Figure 1. Selected gate families (run 1).
Bar = 20 um.
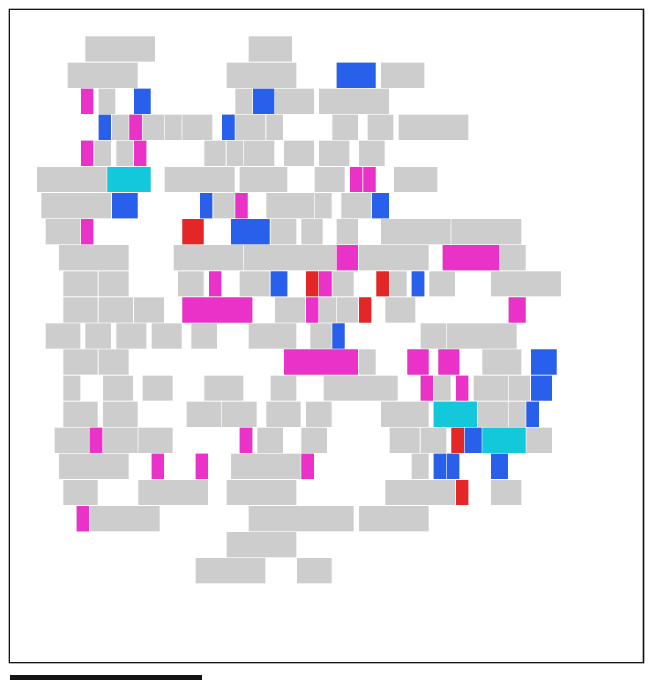
Figure 2. Track usage over the die (run 1).
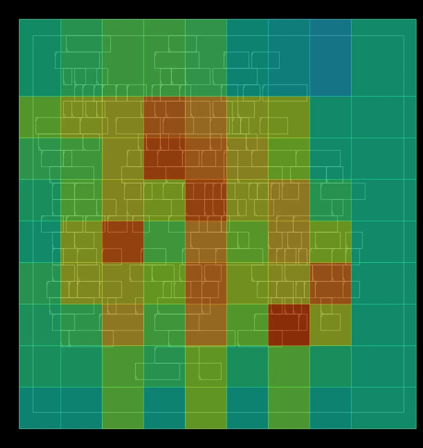
Figure 3. A small window of the routed layout (run 1).
Bar = 10 um. Window x 26 to 66, y 0 to 40 um. Cells in grey, sequential cells in the stronger grey; small squares are vias.
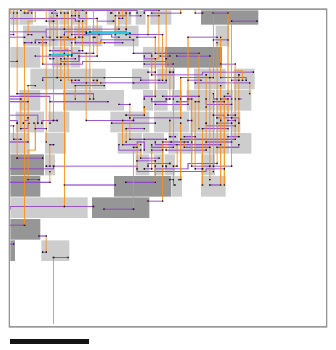
Figure 4. Met1 routing (run 1).
Bar = 20 um. Supply wires on this layer in grey.
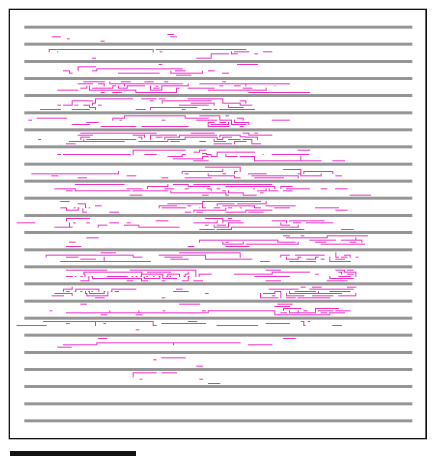
File: src/rtl/uart_tx.sv
// UART transmitter fed directly from the TX FIFO.
//
// Takes one byte per frame from the FIFO (fifo_rd strobe, data captured in the same cycle)
// and serialises it as start bit, WIDTH data bits LSB first, optional parity bit and
// STOP_BITS stop bits. Every bit lasts CPB = CLK_FREQ / BAUD clock cycles.
//
// Ports:
//   clk        system clock, rising edge
//   rst        synchronous reset, active-high
//   fifo_data  FIFO head data, valid while fifo_empty = 0
//   fifo_empty FIFO empty flag
//   fifo_rd    FIFO read strobe, one-cycle pulse per byte taken
//   tx_en      transmit enable, only gates the start of a new frame
//   tx         serial output, idles high, always driven from a flop
//   busy       high while a frame is in progress
module uart_tx #(
  parameter int unsigned CLK_FREQ  = 12000000,
  parameter int unsigned BAUD      = 115200,
  parameter int unsigned WIDTH     = 8,
  parameter int unsigned PARITY    = 0,
  parameter int unsigned STOP_BITS = 1
) (
  input  logic             clk,
  input  logic             rst,
  input  logic [WIDTH-1:0] fifo_data,
  input  logic             fifo_empty,
  output logic             fifo_rd,
  input  logic             tx_en,
  output logic             tx,
  output logic             busy
);

  localparam int unsigned CPB    = CLK_FREQ / BAUD;
  localparam int unsigned CntW   = (CPB > 1) ? $clog2(CPB) : 1;
  localparam int unsigned IdxMax = (WIDTH > STOP_BITS) ? WIDTH : STOP_BITS;
  localparam int unsigned IdxW   = $clog2(IdxMax + 1);

  localparam logic [CntW-1:0] CntLast   = CntW'(CPB - 1);
  localparam logic [IdxW-1:0] DataLast  = IdxW'(WIDTH - 1);
  localparam logic [IdxW-1:0] StopLast  = IdxW'(STOP_BITS - 1);
  localparam bit              HasParity = (PARITY != 0);
  localparam bit              OddParity = (PARITY == 2);

  typedef enum logic [2:0] {StIdle, StStart, StData, StPar, StStop} state_e;

  state_e           state_q, state_d;
  logic [CntW-1:0]  cnt_q, cnt_d;
  logic [IdxW-1:0]  idx_q, idx_d;     // data bit index, reused as stop bit index
  logic [WIDTH-1:0] shift_q, shift_d;
  logic             par_q, par_d;
  logic             tx_q, tx_d;
  logic             bit_end;

  assign bit_end = (cnt_q == CntLast);

  always_comb begin
    state_d = state_q;
    cnt_d   = cnt_q;
    idx_d   = idx_q;
    shift_d = shift_q;
    par_d   = par_q;
    fifo_rd = 1'b0;

    if (state_q != StIdle) begin
      cnt_d = bit_end ? '0 : cnt_q + 1'b1;
    end

    unique case (state_q)
      StIdle: begin
        // rst gate keeps the strobe quiet in the reset cycle so no byte is lost.
        if (tx_en && !fifo_empty && !rst) begin
          fifo_rd = 1'b1;
          shift_d = fifo_data;
          par_d   = (^fifo_data) ^ OddParity;
          state_d = StStart;
          cnt_d   = '0;
          idx_d   = '0;
        end
      end
      StStart: begin
        if (bit_end) begin
          state_d = StData;
          idx_d   = '0;
        end
      end
      StData: begin
        if (bit_end) begin
          shift_d = shift_q >> 1;
          if (idx_q == DataLast) begin
            state_d = HasParity ? StPar : StStop;
            idx_d   = '0;
          end else begin
            idx_d = idx_q + 1'b1;
          end
        end
      end
      StPar: begin
        if (bit_end) begin
          state_d = StStop;
          idx_d   = '0;
        end
      end
      StStop: begin
        if (bit_end) begin
          if (idx_q == StopLast) begin
            state_d = StIdle;
            idx_d   = '0;
          end else begin
            idx_d = idx_q + 1'b1;
          end
        end
      end
      default: state_d = StIdle;
    endcase

    // The line level is decoded from the next state so tx is a plain flop output.
    unique case (state_d)
      StIdle:  tx_d = 1'b1;
      StStart: tx_d = 1'b0;
      StData:  tx_d = shift_d[0];
      StPar:   tx_d = par_d;
      StStop:  tx_d = 1'b1;
      default: tx_d = 1'b1;
    endcase
  end

  always_ff @(posedge clk) begin
    if (rst) begin
      state_q <= StIdle;
      cnt_q   <= '0;
      idx_q   <= '0;
      shift_q <= '0;
      par_q   <= 1'b0;
      tx_q    <= 1'b1;
    end else begin
      state_q <= state_d;
      cnt_q   <= cnt_d;
      idx_q   <= idx_d;
      shift_q <= shift_d;
      par_q   <= par_d;
      tx_q    <= tx_d;
    end
  end

  assign tx   = tx_q;
  assign busy = (state_q != StIdle);

endmodule

File: config.mk
export PLATFORM = sky130hd
export DESIGN_NAME = uart_tx
export DESIGN_NICKNAME = d
export VERILOG_FILES = /design/src/rtl/uart_tx.sv
export SDC_FILE = /design/constraint.sdc
export NUM_CORES = 1
export LEC_CHECK = 0
export CAP_MARGIN = 20
export CORE_AREA = 2 2 64 66
export CTS_BUF_LIST = sky130_fd_sc_hd__clkbuf_8
export DETAILED_ROUTE_END_ITERATION = 10
export DIE_AREA = 0 0 66 68
export GPL_TIMING_DRIVEN = 1
export SLEW_MARGIN = 10
export SYNTH_ARGS = -nofsm -noshare
export SYNTH_HDL_FRONTEND = slang
export SYNTH_SLANG_ARGS = --single-unit
File: constraint.sdc
create_clock -name clk -period 2.33 [get_ports clk]
set_clock_uncertainty 0.2 [all_clocks]
set_input_delay 0.466 -clock clk [delete_from_list [all_inputs] [get_ports clk]]
set_output_delay 0.466 -clock clk [all_outputs]
set_load 0.01 [all_outputs]
==> impl_metrics.ini, run 1 <==
; generated from flow reports
[clock_network]
cts_buffers = 3
clkTransAtPathRegs_ns = 0.09
clkLatencyLatePin_ns = 0.27

[synthesis]
ys_sh_aoi = 0.240
synth-adder-area-share = 0.0293
ys_sh_xor = 0.0478
yosysChipArea_um2 = 1280

[pwr]
total_power_uw = 914
clockPowerShare = 0.401
largestPowerGroup = registers
pg_seq_uw = 423

[cells_and_area]
drive_gt1_frac = 0.207
lay_top_cells = dfxtp_1 (24), nor2_1 (19), buf_4 (11), clkdlybuf4s50_1 (9)
comb_cells = 109
syn_to_final_growth_pct = 30.1
stdcell_area_um2 = 1670
nets = 185

[global_routing]
grt_use_met1 = 0.193

[final_timing]
slew_violations = 0

[placed_design]
io_buffers = 14
placed_area_um2 = 1550

[worst_setup_path]
cp-end-kind = flop
critPathLaunchType = flop

[floorplanning]
taps = 50

[hold_path]
min_path_type = reg -> reg

[detailed_routing]
dr_wl_met3_um = 132
vias_per_cell = 5.44

[run_status]
outcome = finished, final reports clean
About Figure 1:
Key: blue = nand cells [cells 19]; red = inv cells [cells 6]; cyan = fa/ha/maj cells [cells 3]; magenta = nor cells [cells 26]
Top cell excl fill/tap: dfxtp_1
logic share of the area: 0.476
non-filler cells, final: 219

About Figure 2:
utilization after layout: 0.433
met3 usage: 0.0214
met2 GRT Util: 0.263
GRT Util Overall: 0.150

About Figure 3:
Key: cyan = M3; purple = M1; orange = M2
64 logic cells have their middle in the window. Sequential cells in the window: 7. Most frequent: dfxtp_1 (7), buf_4 (6). Netlist names of flops here include `idx_q` (4), `shift_q` (2).

About Figure 4:
The layer carries 1370 um of wire. 168 nets have wire on it. The wires run mostly horizontal. The longest straight run is 22.8 um.

-- run 1: final timing paths --
check / from / endpoint / slack (ns) / cells past startpoint
hold reg to reg: cnt_q[1] / cnt_q[1] / 0.29 / 2
setup reg to reg: cnt_q[0] / idx_q[3] / 0.23 / 6
setup / recovery: cnt_q[0] / idx_q[3] / 0.23 / 6
hold / removal: cnt_q[1] / cnt_q[1] / 0.29 / 2
-- run 1: synth_stat cells, types with 3 or more instances --
cell	n
dfxtp_1	24
nor2_1	20
a21oi_1	10
nand2_1	9
a222oi_1	7
o21ai_0	7
xnor2_1	7
inv_1	5
nand3_1	5
clkbuf_1	4
ha_1	3
or3b_2	3
-- run 1: registers in the layout, indices dropped and copies added (netlist names) --
signal and flops:
cnt_q 7, idx_q 4, par_q 1, shift_q 8
state_q 3, tx 1
Figure 5. Met3 routing (run 1).
Bar = 20 um.
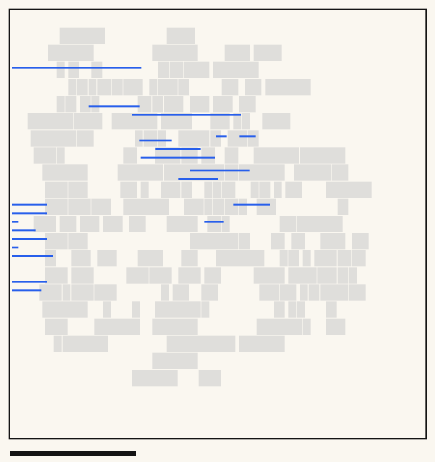

==> run 2: changes to the inputs <==
- PLACE_DENSITY_LB_ADDON: not set -> 0.1
Figure 6. Met3 routing (run 2).
Bar = 20 um.
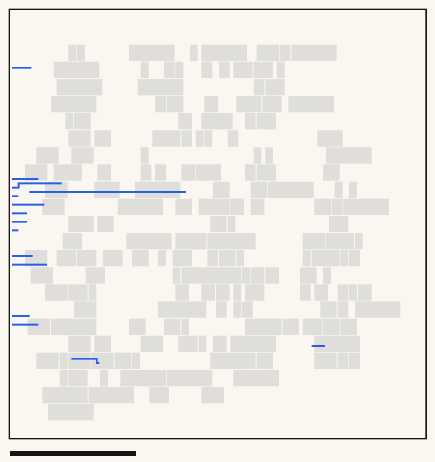
14 nets have wire on it. The wires run mostly horizontal. The layer holds 2.4% of the routed length. The longest straight run is 24.6 um. The layer carries 71.3 um of wire.
met3 usage: 0.0263
final WL: 3040 um
via count: 1177

==> run 2 against run 1 <==
  * Clock power decreased by 33%
  * First-iteration DRC count down 47%
  * Utilization fell by 0.52 points
  * Register-to-register slack worse by 0.07 ns
  * Critical endpoint is now fifo_rd
  * Largest cell class unchanged
==> impl_metrics.ini, run 2 <==
; generated from flow reports
[cells_and_area]
regMostFlops = shift_q
comb_cells = 109
nets = 188
utilization = 0.428
finalNonFillerCells = 221
reg_top3 = shift_q x8, cnt_q x7, idx_q x4
syn_to_final_growth_pct = 28.6
largest_reg_flops = 8
stdcell_area_um2 = 1650
lay_top_cells = dfxtp_1 (24), nor2_1 (20), buf_4 (15), clkdlybuf4s50_1 (11), a21oi_1 (9)
fillers = 410
comb_area_share = 0.476
drive_gt1_frac = 0.199

[synthesis]
ys_sh_xor = 0.0478
yosysChipArea_um2 = 1280
ys_top_logic_family = simple AND/OR/NAND/NOR gates
ys_sh_aoi = 0.240
synth_top_cell_by_count = dfxtp_1
ys_seq_share = 0.375
synth-adder-area-share = 0.0293

[worst_setup_path]
cp-end-kind = output port
worst-path-stages = 4
rr_endpoint = idx_q[0]
r2r.worst_path.cells = 7
critPathLaunchType = input pin
crit-reg2reg-launch = cnt_q[0]
r2r_setup_slack_ns = 0.16

[hold_path]
hold_path_startpoint = cnt_q[1]
hold_depth = 2
hold_end = cnt_q[1]

[placed_design]
io_buffers = 14
placed_area_um2 = 1580

[final_timing]
slew_violations = 0

[pwr]
clockPowerShare = 0.307
largestPowerGroup = registers
total_power_uw = 795

[clock_network]
clkTransAtPathRegs_ns = 0.08
cts_buffers = 3
cts_resized = 7
clkLatencyLatePin_ns = 0.26

[global_routing]
grt_use_met1 = 0.160
use_met2 = 0.294
grtUsageTotal = 0.150

[floorplanning]
taps = 50
fp.dieArea_um2 = 4490

[detailed_routing]
dr.pass1.iters = 6
vias_per_cell = 5.33
drtIter0Drc = 52

[run_status]
outcome = finished, final reports clean

[flow_run]
maxCapViolations = 0
run 2: cell count changes in the layout (fill, tap and decap cells not counted), sizes merged:
cell           previous run  this run
buf                      13        16
bufinv                    1         0
clkdlybuf4s50             9        11
dlymetal6s2s              3         1
run 2: how the worst max path moves through the flow:
| stage | startpoint | end | slack [ns] |
|---|---|---|---|
| after floorplan | fifo_empty | tx | 0.27 |
| after global placement | rst | fifo_rd | -0.33 |
| after detailed placement | tx_en | fifo_rd | -0.33 |
| after CTS | tx_en | fifo_rd | 0.02 |
| after global routing | cnt_q[0] | idx_q[0] | -0.005 |
| final | fifo_empty | fifo_rd | 0.06 |
run 2: per-layer routing:
layer / up-vias / part of all wire
met5: - / 0
li1: 598 / -
met2: 16 / 0.54
met1: 561 / 0.43
met4: 0 / 0.0063
met3: 2 / 0.023
No activity file was given, so power comes from the tool's default toggle rates.
